--- config.mk ---
export PLATFORM = sky130hd
export DESIGN_NAME = ddr_port_arbiter_flat
export DESIGN_NICKNAME = d
export VERILOG_FILES = /design/src/rtl/ddr_port_arbiter_pkg.sv /design/src/rtl/ddr_port_arbiter_if.sv /design/src/rtl/ddr_port_arbiter_rr_arb2.sv /design/src/rtl/ddr_port_arbiter.sv /design/src/flat_wrapper.sv
export SDC_FILE = /design/constraint.sdc
export NUM_CORES = 1
export LEC_CHECK = 0
export CELL_PAD_IN_SITES_DETAIL_PLACEMENT = 1
export CELL_PAD_IN_SITES_GLOBAL_PLACEMENT = 1
export CORE_AREA = 2 2 418 420
export CTS_BUF_LIST = sky130_fd_sc_hd__clkbuf_4 sky130_fd_sc_hd__clkbuf_8
export DETAILED_ROUTE_END_ITERATION = 12
export DIE_AREA = 0 0 420 422
export GPL_ROUTABILITY_DRIVEN = 0
export GPL_TIMING_DRIVEN = 0
export PLACE_DENSITY_LB_ADDON = 0.1
export SYNTH_ARGS = -nofsm -noshare
export SYNTH_HDL_FRONTEND = slang
export SYNTH_SLANG_ARGS = --single-unit
--- constraint.sdc ---
create_clock -name mem_clk -period 3.3 [get_ports mem_clk]
set_clock_uncertainty 0.2 [all_clocks]
set_input_delay 0.33 -clock mem_clk [delete_from_list [all_inputs] [get_ports mem_clk]]
set_output_delay 0.33 -clock mem_clk [all_outputs]
set_load 0.01 [all_outputs]
--- src/rtl/ddr_port_arbiter_pkg.sv ---
// Shared definitions for the two-requester DDR port arbiter:
// FSM state encoding, default bus widths and a grant helper.
package ddr_arb_pkg;

    localparam int DATA_W_DEF = 128;
    localparam int ADDR_W_DEF = 32;
    localparam int ID_W_DEF   = 8;

    localparam logic [2:0] S_IDLE  = 3'd0;
    localparam logic [2:0] S_ADDR  = 3'd1;
    localparam logic [2:0] S_WRITE = 3'd2;
    localparam logic [2:0] S_WRESP = 3'd3;
    localparam logic [2:0] S_READ  = 3'd4;

    typedef enum logic [2:0] {
        IDLE  = S_IDLE,
        ADDR  = S_ADDR,
        WRITE = S_WRITE,
        WRESP = S_WRESP,
        READ  = S_READ
    } arb_state_e;

    function automatic logic [1:0] onehot2(input logic sel);
        return sel ? 2'b10 : 2'b01;
    endfunction

endpackage

--- src/rtl/ddr_port_arbiter_if.sv ---
// One DDR-style port: combined address channel plus W/R/B channels.
// master drives requests, slave answers them.
interface ddr_port_arbiter_if #(
    parameter int DATA_WIDTH = ddr_arb_pkg::DATA_W_DEF,
    parameter int STRB_WIDTH = DATA_WIDTH / 8,
    parameter int ADDR_WIDTH = ddr_arb_pkg::ADDR_W_DEF,
    parameter int ID_WIDTH   = ddr_arb_pkg::ID_W_DEF
);

    logic [ID_WIDTH-1:0]   aid;
    logic [ADDR_WIDTH-1:0] aaddr;
    logic [7:0]            alen;
    logic [2:0]            asize;
    logic [1:0]            aburst;
    logic [1:0]            alock;
    logic                  atype;
    logic                  avalid;
    logic                  aready;

    logic [DATA_WIDTH-1:0] wdata;
    logic [STRB_WIDTH-1:0] wstrb;
    logic                  wlast;
    logic                  wvalid;
    logic                  wready;

    logic [ID_WIDTH-1:0]   rid;
    logic [DATA_WIDTH-1:0] rdata;
    logic [1:0]            rresp;
    logic                  rlast;
    logic                  rvalid;
    logic                  rready;

    logic [ID_WIDTH-1:0]   bid;
    logic                  bvalid;
    logic                  bready;

    modport master (
        output aid, aaddr, alen, asize, aburst, alock, atype, avalid,
        input  aready,
        output wdata, wstrb, wlast, wvalid,
        input  wready,
        input  rid, rdata, rresp, rlast, rvalid,
        output rready,
        input  bid, bvalid,
        output bready
    );

    modport slave (
        input  aid, aaddr, alen, asize, aburst, alock, atype, avalid,
        output aready,
        input  wdata, wstrb, wlast, wvalid,
        output wready,
        output rid, rdata, rresp, rlast, rvalid,
        input  rready,
        output bid, bvalid,
        input  bready
    );

endinterface

--- src/rtl/ddr_port_arbiter_rr_arb2.sv ---
// Two-way round-robin pick; the pointer is owned by the parent
// and only consulted when both requesters are asking.
module ddr_rr_arb2 (
    input  logic [1:0] req,
    input  logic       ptr,
    output logic       owner,
    output logic       valid
);

    always_comb begin
        owner = 1'b0;
        unique case (req)
            2'b11:   owner = ptr;
            2'b10:   owner = 1'b1;
            default: owner = 1'b0;
        endcase
    end

    assign valid = |req;

endmodule

--- src/rtl/ddr_port_arbiter.sv ---
// Shares one serialised DDR port between two requesters, one whole
// transaction at a time, with a sticky wlast/alen mismatch flag.
module ddr_port_arbiter
    import ddr_arb_pkg::*;
#(
    parameter int DATA_WIDTH = DATA_W_DEF,
    parameter int STRB_WIDTH = DATA_WIDTH / 8,
    parameter int ADDR_WIDTH = ADDR_W_DEF,
    parameter int ID_WIDTH   = ID_W_DEF
) (
    input  logic              mem_clk,
    input  logic              reset,
    ddr_port_arbiter_if.slave  s0,
    ddr_port_arbiter_if.slave  s1,
    ddr_port_arbiter_if.master m,
    output logic [1:0]        grant,
    output logic              err_wlast,
    input  logic              err_clr
);

    arb_state_e state;
    logic       owner;
    logic       rr_ptr;
    logic [7:0] beat_cnt;
    logic [7:0] alen_q;

    logic arb_owner;
    logic arb_valid;

    logic [ID_WIDTH-1:0]   sel_aid;
    logic [ADDR_WIDTH-1:0] sel_aaddr;
    logic [7:0]            sel_alen;
    logic [2:0]            sel_asize;
    logic [1:0]            sel_aburst;
    logic [1:0]            sel_alock;
    logic                  sel_atype;
    logic                  sel_avalid;
    logic [DATA_WIDTH-1:0] sel_wdata;
    logic [STRB_WIDTH-1:0] sel_wstrb;
    logic                  sel_wlast;
    logic                  sel_wvalid;
    logic                  sel_rready;
    logic                  sel_bready;

    logic a_hs;
    logic w_hs;
    logic r_done;
    logic b_hs;
    logic w_final;
    logic w_bad;

    ddr_rr_arb2 u_rr (
        .req   ({s1.avalid, s0.avalid}),
        .ptr   (rr_ptr),
        .owner (arb_owner),
        .valid (arb_valid)
    );

    assign sel_aid    = owner ? s1.aid    : s0.aid;
    assign sel_aaddr  = owner ? s1.aaddr  : s0.aaddr;
    assign sel_alen   = owner ? s1.alen   : s0.alen;
    assign sel_asize  = owner ? s1.asize  : s0.asize;
    assign sel_aburst = owner ? s1.aburst : s0.aburst;
    assign sel_alock  = owner ? s1.alock  : s0.alock;
    assign sel_atype  = owner ? s1.atype  : s0.atype;
    assign sel_avalid = owner ? s1.avalid : s0.avalid;
    assign sel_wdata  = owner ? s1.wdata  : s0.wdata;
    assign sel_wstrb  = owner ? s1.wstrb  : s0.wstrb;
    assign sel_wlast  = owner ? s1.wlast  : s0.wlast;
    assign sel_wvalid = owner ? s1.wvalid : s0.wvalid;
    assign sel_rready = owner ? s1.rready : s0.rready;
    assign sel_bready = owner ? s1.bready : s0.bready;

    assign a_hs   = (state == ADDR)  & sel_avalid & m.aready;
    assign w_hs   = (state == WRITE) & sel_wvalid & m.wready;
    assign r_done = (state == READ)  & m.rvalid & sel_rready & m.rlast;
    assign b_hs   = (state == WRESP) & m.bvalid & sel_bready;

    // burst length is governed by alen; wlast is only cross-checked
    assign w_final = (beat_cnt == alen_q);
    assign w_bad   = w_hs & (sel_wlast != w_final);

    always_ff @(posedge mem_clk) begin
        if (reset) begin
            state     <= IDLE;
            owner     <= 1'b0;
            rr_ptr    <= 1'b0;
            beat_cnt  <= 8'd0;
            alen_q    <= 8'd0;
            grant     <= 2'b00;
            err_wlast <= 1'b0;
        end else begin
            err_wlast <= w_bad | (err_wlast & ~err_clr);
            unique case (state)
                IDLE: begin
                    if (arb_valid) begin
                        owner <= arb_owner;
                        grant <= onehot2(arb_owner);
                        state <= ADDR;
                    end
                end
                ADDR: begin
                    if (a_hs) begin
                        alen_q   <= sel_alen;
                        beat_cnt <= 8'd0;
                        state    <= sel_atype ? WRITE : READ;
                    end
                end
                WRITE: begin
                    if (w_hs) begin
                        beat_cnt <= beat_cnt + 8'd1;
                        if (w_final) state <= WRESP;
                    end
                end
                WRESP: begin
                    if (b_hs) begin
                        rr_ptr <= ~owner;
                        grant  <= 2'b00;
                        state  <= IDLE;
                    end
                end
                READ: begin
                    if (r_done) begin
                        rr_ptr <= ~owner;
                        grant  <= 2'b00;
                        state  <= IDLE;
                    end
                end
                default: begin
                    grant <= 2'b00;
                    state <= IDLE;
                end
            endcase
        end
    end

    always_comb begin
        m.aid    = '0;
        m.aaddr  = '0;
        m.alen   = '0;
        m.asize  = '0;
        m.aburst = '0;
        m.alock  = '0;
        m.atype  = 1'b0;
        m.avalid = 1'b0;
        m.wdata  = '0;
        m.wstrb  = '0;
        m.wlast  = 1'b0;
        m.wvalid = 1'b0;
        m.rready = 1'b0;
        m.bready = 1'b0;

        s0.aready = 1'b0;
        s0.wready = 1'b0;
        s0.rid    = '0;
        s0.rdata  = '0;
        s0.rresp  = '0;
        s0.rlast  = 1'b0;
        s0.rvalid = 1'b0;
        s0.bid    = '0;
        s0.bvalid = 1'b0;

        s1.aready = 1'b0;
        s1.wready = 1'b0;
        s1.rid    = '0;
        s1.rdata  = '0;
        s1.rresp  = '0;
        s1.rlast  = 1'b0;
        s1.rvalid = 1'b0;
        s1.bid    = '0;
        s1.bvalid = 1'b0;

        unique case (state)
            ADDR: begin
                m.aid    = sel_aid;
                m.aaddr  = sel_aaddr;
                m.alen   = sel_alen;
                m.asize  = sel_asize;
                m.aburst = sel_aburst;
                m.alock  = sel_alock;
                m.atype  = sel_atype;
                m.avalid = sel_avalid;
                if (owner) s1.aready = m.aready;
                else       s0.aready = m.aready;
            end
            WRITE: begin
                m.wdata  = sel_wdata;
                m.wstrb  = sel_wstrb;
                m.wlast  = sel_wlast;
                m.wvalid = sel_wvalid;
                if (owner) s1.wready = m.wready;
                else       s0.wready = m.wready;
            end
            WRESP: begin
                m.bready = sel_bready;
                if (owner) begin
                    s1.bid    = m.bid;
                    s1.bvalid = m.bvalid;
                end else begin
                    s0.bid    = m.bid;
                    s0.bvalid = m.bvalid;
                end
            end
            READ: begin
                m.rready = sel_rready;
                if (owner) begin
                    s1.rid    = m.rid;
                    s1.rdata  = m.rdata;
                    s1.rresp  = m.rresp;
                    s1.rlast  = m.rlast;
                    s1.rvalid = m.rvalid;
                end else begin
                    s0.rid    = m.rid;
                    s0.rdata  = m.rdata;
                    s0.rresp  = m.rresp;
                    s0.rlast  = m.rlast;
                    s0.rvalid = m.rvalid;
                end
            end
            default: ;
        endcase
    end

endmodule

--- src/flat_wrapper.sv ---
// flat-port wrapper written by rule: the top's interface ports become plain ports
module ddr_port_arbiter_flat import ddr_arb_pkg::*;
#(
    parameter int DATA_WIDTH = DATA_W_DEF,
    parameter int STRB_WIDTH = DATA_WIDTH / 8,
    parameter int ADDR_WIDTH = ADDR_W_DEF,
    parameter int ID_WIDTH   = ID_W_DEF
)
  (mem_clk, reset, grant, err_wlast, err_clr, s0_aid, s0_aaddr, s0_alen, s0_asize, s0_aburst, s0_alock, s0_atype, s0_avalid, s0_aready, s0_wdata, s0_wstrb, s0_wlast, s0_wvalid, s0_wready, s0_rid, s0_rdata, s0_rresp, s0_rlast, s0_rvalid, s0_rready, s0_bid, s0_bvalid, s0_bready, s1_aid, s1_aaddr, s1_alen, s1_asize, s1_aburst, s1_alock, s1_atype, s1_avalid, s1_aready, s1_wdata, s1_wstrb, s1_wlast, s1_wvalid, s1_wready, s1_rid, s1_rdata, s1_rresp, s1_rlast, s1_rvalid, s1_rready, s1_bid, s1_bvalid, s1_bready, m_aid, m_aaddr, m_alen, m_asize, m_aburst, m_alock, m_atype, m_avalid, m_aready, m_wdata, m_wstrb, m_wlast, m_wvalid, m_wready, m_rid, m_rdata, m_rresp, m_rlast, m_rvalid, m_rready, m_bid, m_bvalid, m_bready);
  ddr_port_arbiter_if #(.DATA_WIDTH(DATA_WIDTH), .STRB_WIDTH(STRB_WIDTH), .ADDR_WIDTH(ADDR_WIDTH), .ID_WIDTH(ID_WIDTH)) s0_i ();
  ddr_port_arbiter_if #(.DATA_WIDTH(DATA_WIDTH), .STRB_WIDTH(STRB_WIDTH), .ADDR_WIDTH(ADDR_WIDTH), .ID_WIDTH(ID_WIDTH)) s1_i ();
  ddr_port_arbiter_if #(.DATA_WIDTH(DATA_WIDTH), .STRB_WIDTH(STRB_WIDTH), .ADDR_WIDTH(ADDR_WIDTH), .ID_WIDTH(ID_WIDTH)) m_i ();
  input  logic mem_clk;
  input  logic reset;
  output logic [1:0] grant;
  output logic err_wlast;
  input  logic err_clr;
  input wire logic [$bits(s0_i.aid)-1:0] s0_aid;
  input wire logic [$bits(s0_i.aaddr)-1:0] s0_aaddr;
  input wire logic [$bits(s0_i.alen)-1:0] s0_alen;
  input wire logic [$bits(s0_i.asize)-1:0] s0_asize;
  input wire logic [$bits(s0_i.aburst)-1:0] s0_aburst;
  input wire logic [$bits(s0_i.alock)-1:0] s0_alock;
  input wire logic [$bits(s0_i.atype)-1:0] s0_atype;
  input wire logic [$bits(s0_i.avalid)-1:0] s0_avalid;
  output wire logic [$bits(s0_i.aready)-1:0] s0_aready;
  input wire logic [$bits(s0_i.wdata)-1:0] s0_wdata;
  input wire logic [$bits(s0_i.wstrb)-1:0] s0_wstrb;
  input wire logic [$bits(s0_i.wlast)-1:0] s0_wlast;
  input wire logic [$bits(s0_i.wvalid)-1:0] s0_wvalid;
  output wire logic [$bits(s0_i.wready)-1:0] s0_wready;
  output wire logic [$bits(s0_i.rid)-1:0] s0_rid;
  output wire logic [$bits(s0_i.rdata)-1:0] s0_rdata;
  output wire logic [$bits(s0_i.rresp)-1:0] s0_rresp;
  output wire logic [$bits(s0_i.rlast)-1:0] s0_rlast;
  output wire logic [$bits(s0_i.rvalid)-1:0] s0_rvalid;
  input wire logic [$bits(s0_i.rready)-1:0] s0_rready;
  output wire logic [$bits(s0_i.bid)-1:0] s0_bid;
  output wire logic [$bits(s0_i.bvalid)-1:0] s0_bvalid;
  input wire logic [$bits(s0_i.bready)-1:0] s0_bready;
  input wire logic [$bits(s1_i.aid)-1:0] s1_aid;
  input wire logic [$bits(s1_i.aaddr)-1:0] s1_aaddr;
  input wire logic [$bits(s1_i.alen)-1:0] s1_alen;
  input wire logic [$bits(s1_i.asize)-1:0] s1_asize;
  input wire logic [$bits(s1_i.aburst)-1:0] s1_aburst;
  input wire logic [$bits(s1_i.alock)-1:0] s1_alock;
  input wire logic [$bits(s1_i.atype)-1:0] s1_atype;
  input wire logic [$bits(s1_i.avalid)-1:0] s1_avalid;
  output wire logic [$bits(s1_i.aready)-1:0] s1_aready;
  input wire logic [$bits(s1_i.wdata)-1:0] s1_wdata;
  input wire logic [$bits(s1_i.wstrb)-1:0] s1_wstrb;
  input wire logic [$bits(s1_i.wlast)-1:0] s1_wlast;
  input wire logic [$bits(s1_i.wvalid)-1:0] s1_wvalid;
  output wire logic [$bits(s1_i.wready)-1:0] s1_wready;
  output wire logic [$bits(s1_i.rid)-1:0] s1_rid;
  output wire logic [$bits(s1_i.rdata)-1:0] s1_rdata;
  output wire logic [$bits(s1_i.rresp)-1:0] s1_rresp;
  output wire logic [$bits(s1_i.rlast)-1:0] s1_rlast;
  output wire logic [$bits(s1_i.rvalid)-1:0] s1_rvalid;
  input wire logic [$bits(s1_i.rready)-1:0] s1_rready;
  output wire logic [$bits(s1_i.bid)-1:0] s1_bid;
  output wire logic [$bits(s1_i.bvalid)-1:0] s1_bvalid;
  input wire logic [$bits(s1_i.bready)-1:0] s1_bready;
  output wire logic [$bits(m_i.aid)-1:0] m_aid;
  output wire logic [$bits(m_i.aaddr)-1:0] m_aaddr;
  output wire logic [$bits(m_i.alen)-1:0] m_alen;
  output wire logic [$bits(m_i.asize)-1:0] m_asize;
  output wire logic [$bits(m_i.aburst)-1:0] m_aburst;
  output wire logic [$bits(m_i.alock)-1:0] m_alock;
  output wire logic [$bits(m_i.atype)-1:0] m_atype;
  output wire logic [$bits(m_i.avalid)-1:0] m_avalid;
  input wire logic [$bits(m_i.aready)-1:0] m_aready;
  output wire logic [$bits(m_i.wdata)-1:0] m_wdata;
  output wire logic [$bits(m_i.wstrb)-1:0] m_wstrb;
  output wire logic [$bits(m_i.wlast)-1:0] m_wlast;
  output wire logic [$bits(m_i.wvalid)-1:0] m_wvalid;
  input wire logic [$bits(m_i.wready)-1:0] m_wready;
  input wire logic [$bits(m_i.rid)-1:0] m_rid;
  input wire logic [$bits(m_i.rdata)-1:0] m_rdata;
  input wire logic [$bits(m_i.rresp)-1:0] m_rresp;
  input wire logic [$bits(m_i.rlast)-1:0] m_rlast;
  input wire logic [$bits(m_i.rvalid)-1:0] m_rvalid;
  output wire logic [$bits(m_i.rready)-1:0] m_rready;
  input wire logic [$bits(m_i.bid)-1:0] m_bid;
  input wire logic [$bits(m_i.bvalid)-1:0] m_bvalid;
  output wire logic [$bits(m_i.bready)-1:0] m_bready;
  assign s0_i.aid = s0_aid;
  assign s0_i.aaddr = s0_aaddr;
  assign s0_i.alen = s0_alen;
  assign s0_i.asize = s0_asize;
  assign s0_i.aburst = s0_aburst;
  assign s0_i.alock = s0_alock;
  assign s0_i.atype = s0_atype;
  assign s0_i.avalid = s0_avalid;
  assign s0_aready = s0_i.aready;
  assign s0_i.wdata = s0_wdata;
  assign s0_i.wstrb = s0_wstrb;
  assign s0_i.wlast = s0_wlast;
  assign s0_i.wvalid = s0_wvalid;
  assign s0_wready = s0_i.wready;
  assign s0_rid = s0_i.rid;
  assign s0_rdata = s0_i.rdata;
  assign s0_rresp = s0_i.rresp;
  assign s0_rlast = s0_i.rlast;
  assign s0_rvalid = s0_i.rvalid;
  assign s0_i.rready = s0_rready;
  assign s0_bid = s0_i.bid;
  assign s0_bvalid = s0_i.bvalid;
  assign s0_i.bready = s0_bready;
  assign s1_i.aid = s1_aid;
  assign s1_i.aaddr = s1_aaddr;
  assign s1_i.alen = s1_alen;
  assign s1_i.asize = s1_asize;
  assign s1_i.aburst = s1_aburst;
  assign s1_i.alock = s1_alock;
  assign s1_i.atype = s1_atype;
  assign s1_i.avalid = s1_avalid;
  assign s1_aready = s1_i.aready;
  assign s1_i.wdata = s1_wdata;
  assign s1_i.wstrb = s1_wstrb;
  assign s1_i.wlast = s1_wlast;
  assign s1_i.wvalid = s1_wvalid;
  assign s1_wready = s1_i.wready;
  assign s1_rid = s1_i.rid;
  assign s1_rdata = s1_i.rdata;
  assign s1_rresp = s1_i.rresp;
  assign s1_rlast = s1_i.rlast;
  assign s1_rvalid = s1_i.rvalid;
  assign s1_i.rready = s1_rready;
  assign s1_bid = s1_i.bid;
  assign s1_bvalid = s1_i.bvalid;
  assign s1_i.bready = s1_bready;
  assign m_aid = m_i.aid;
  assign m_aaddr = m_i.aaddr;
  assign m_alen = m_i.alen;
  assign m_asize = m_i.asize;
  assign m_aburst = m_i.aburst;
  assign m_alock = m_i.alock;
  assign m_atype = m_i.atype;
  assign m_avalid = m_i.avalid;
  assign m_i.aready = m_aready;
  assign m_wdata = m_i.wdata;
  assign m_wstrb = m_i.wstrb;
  assign m_wlast = m_i.wlast;
  assign m_wvalid = m_i.wvalid;
  assign m_i.wready = m_wready;
  assign m_i.rid = m_rid;
  assign m_i.rdata = m_rdata;
  assign m_i.rresp = m_rresp;
  assign m_i.rlast = m_rlast;
  assign m_i.rvalid = m_rvalid;
  assign m_rready = m_i.rready;
  assign m_i.bid = m_bid;
  assign m_i.bvalid = m_bvalid;
  assign m_bready = m_i.bready;
  ddr_port_arbiter #(.DATA_WIDTH(DATA_WIDTH), .STRB_WIDTH(STRB_WIDTH), .ADDR_WIDTH(ADDR_WIDTH), .ID_WIDTH(ID_WIDTH)) u_core (.mem_clk(mem_clk), .reset(reset), .s0(s0_i), .s1(s1_i), .m(m_i), .grant(grant), .err_wlast(err_wlast), .err_clr(err_clr));
endmodule
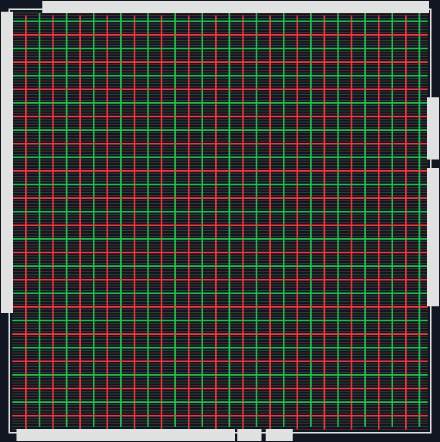
Run 1: PDN straps and rails
Drawn at 1 px/um. Pins as bars on the die edge.
[red] VSS
[green] VDD
met4 straps: 30
met1 rails: 154
Die Y: 422 um
core area: 0.173 mm2
Chip Width: 420 um
peak supply drop: 0.000144 V

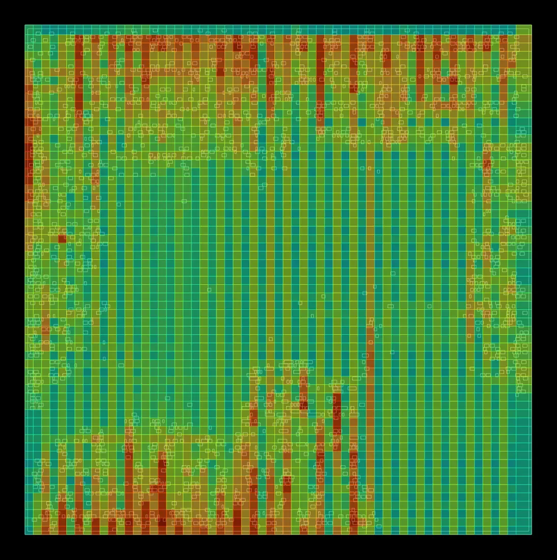
Run 1: track usage over the die
Routed WL per cell: 23.7 um
busiest grt layer: met2

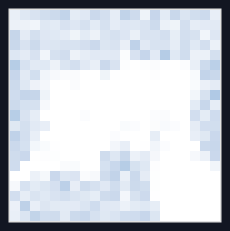
Run 1: placement density heat map
Drawn at 0.5 px/um. 21 x 21 tiles, from white (low) to dark blue (high), 0 to 100% covered.
emptiest ninth of the die: center
nearly empty tiles: 38%
fullest tile: 33%
mean over tiles: 9.8%

==> results.ini, run 1 <==
[worst_setup_path]
critical-path-top-delay-family=buffers and inverters
cpPeakStageDelay_ns=0.63
worstPathArrival_ns=2.65
r2r-end=u_core.beat_cnt[5]
worst-path-stages=6
crit_chain=buf_4, or3b_4, clkbuf_4, clkbuf_4, nor2_4, clkdlybuf4s50_1
crit_path_top_delay_cell=clkdlybuf4s50_1
cp-endpoint=m_asize[1]
path_buffers=4

[cells_and_area]
lay_top_count=clkdlybuf4s50_1
seqAreaFraction=0.0238
final_util=0.118
seq_area_um2=485
comb_area_mm2=0.00555
final_cells=4385
nonClkBufAreaFrac=0.554

[yosys]
ys_ff=24
top_cells_by_count=288 x and3_1, 223 x nor2_1, 203 x mux2i_1
ys_sh_xor=0.0190
synth.mux.area_fraction=0.323

[pwr]
powerDensity_mw_per_mm2=272
switchingPower_mw=2.77
clkPwrFrac=0.050
pg_clk_mw=0.275

[final_timing]
final_hold_viol_count=0
max_freq_mhz=314
tightestPinTransition_ns=0.666
period_minus_slack_ns=3.18

[cts]
insertion_delay_ns=0.28
postCtsSetupBuffers=0

[floorplanning]
taps=2325
rows=153

[route]
via_count=11900
ant_nets=0
vias_per_cell=2.72

[worst_hold_path]
hp-class=reg2reg
hold_path_end=u_core.rr_ptr

[outcome]
status=complete, no violations

[global_route]
met1_usage=0.108
use_met3=0.0253
grtUsageTotal=0.111

[placement]
numPortBuffers=1073

==> run 2: changes to the inputs <==
--- a/config.mk
+++ b/config.mk
@@ -7,10 +7,10 @@
 export LEC_CHECK = 0
 export CELL_PAD_IN_SITES_DETAIL_PLACEMENT = 1
 export CELL_PAD_IN_SITES_GLOBAL_PLACEMENT = 1
-export CORE_AREA = 2 2 418 420
+export CORE_AREA = 2 2 423 425
 export CTS_BUF_LIST = sky130_fd_sc_hd__clkbuf_4 sky130_fd_sc_hd__clkbuf_8
 export DETAILED_ROUTE_END_ITERATION = 12
-export DIE_AREA = 0 0 420 422
+export DIE_AREA = 0 0 425 427
 export GPL_ROUTABILITY_DRIVEN = 0
 export GPL_TIMING_DRIVEN = 0
 export PLACE_DENSITY_LB_ADDON = 0.1
==> constraint.sdc (replaced) <==
create_clock -name mem_clk -period 3.4 [get_ports mem_clk]
set_clock_uncertainty 0.2 [all_clocks]
set_input_delay 0.34 -clock mem_clk [delete_from_list [all_inputs] [get_ports mem_clk]]
set_output_delay 0.34 -clock mem_clk [all_outputs]
set_load 0.01 [all_outputs]
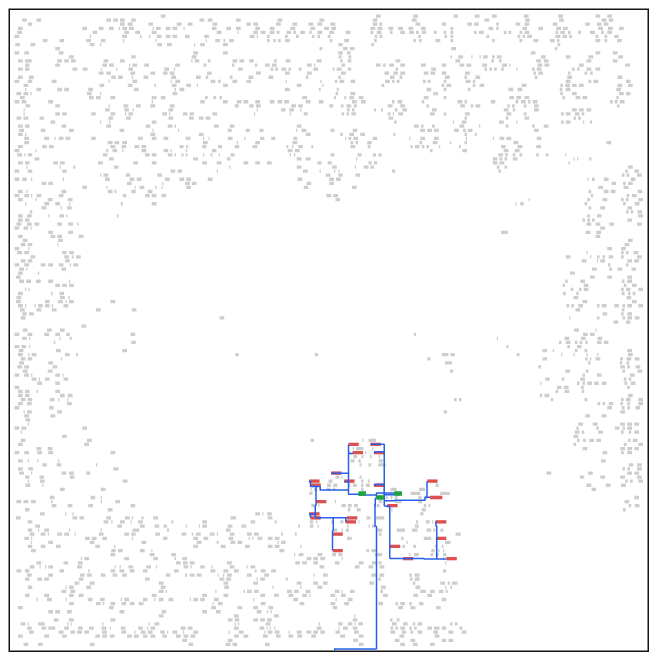
Run 2: clock network drawn from the DEF
Drawn at 1.5 px/um.
[blue] clock wires | length: 553 um
[green] cells driving clock nets | count: 3
[red] flip-flops | count: 24
routed clock nets: 4

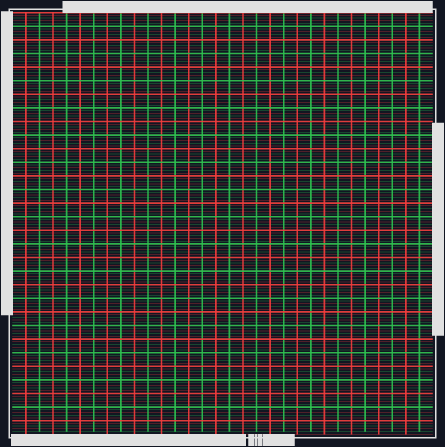
Run 2: PDN straps and rails
Drawn at 1 px/um. Pins as bars on the die edge.
[red] VSS
[green] VDD
signal pins: 1074
met4 straps: 30
met5 straps: 31
met1 rails: 156

==> results.ini, run 2 <==
[outcome]
status=complete, no violations

[worst_setup_path]
worst-path-stages=6  ; unchanged
crit_path_top_delay_cell=clkdlybuf4s50_1
end_kind=primary output
cpPeakStageDelay_ns=0.58  ; -0.05 ns
critical-path-top-delay-family=buffers and inverters
worstPathArrival_ns=2.71  ; +0.06 ns
cp-endpoint=m_aaddr[19]
r2r-end=u_core.beat_cnt[5]
path_buffers=4  ; unchanged
crit_chain=buf_4, or3b_1, clkbuf_2, clkbuf_1, nor2_1, clkdlybuf4s50_1

[cells_and_area]
final_util=0.115  ; -0.00307
area.growth.synth_to_final_pct=216
comb_area_mm2=0.00555  ; -0.14%
nonClkBufAreaFrac=0.555  ; about the same
seqAreaFraction=0.0238  ; +0.0000292
lay_top_count=clkdlybuf4s50_1
seq_area_um2=485  ; unchanged
final_cells=4404  ; +0.43%

[floorplanning]
taps=2355  ; +1.3%
die_w_um=425  ; +1.2%
core_mm2=0.177  ; +2.5%
die_h_um=427  ; +1.2%
rows=155  ; +1.3%

[route]
via_count=11900  ; +0.0084%
vias_per_cell=2.71  ; -0.42%
wl_per_cell_um=24.7  ; +4.1%
ant_nets=0  ; unchanged

[pwr]
clkPwrFrac=0.040  ; -0.010
powerDensity_mw_per_mm2=261  ; -3.8%
pg_clk_mw=0.215  ; -22%
vdd_drop_max_v=0.000178  ; +23%

[global_route]
met1_usage=0.116  ; +0.00819
use_met3=0.0248  ; -0.000531
grtUsageTotal=0.111  ; +0.000803
grt_pass1_vias=13000

[yosys]
synth.mux.area_fraction=0.323  ; unchanged
ys_ff=24  ; unchanged
top_cells_by_count=288 x and3_1, 223 x nor2_1, 203 x mux2i_1
ys_sh_xor=0.0190  ; unchanged

[final_timing]
period_minus_slack_ns=3.25
final_hold_viol_count=0  ; unchanged
tightestPinTransition_ns=0.654  ; -0.0116 ns

[cts]
cts-resized-gates=97
insertion_delay_ns=0.28  ; about the same

[placement]
numPortBuffers=1073  ; unchanged

[worst_hold_path]
hold_path_end=u_core.rr_ptr
hp-class=reg2reg

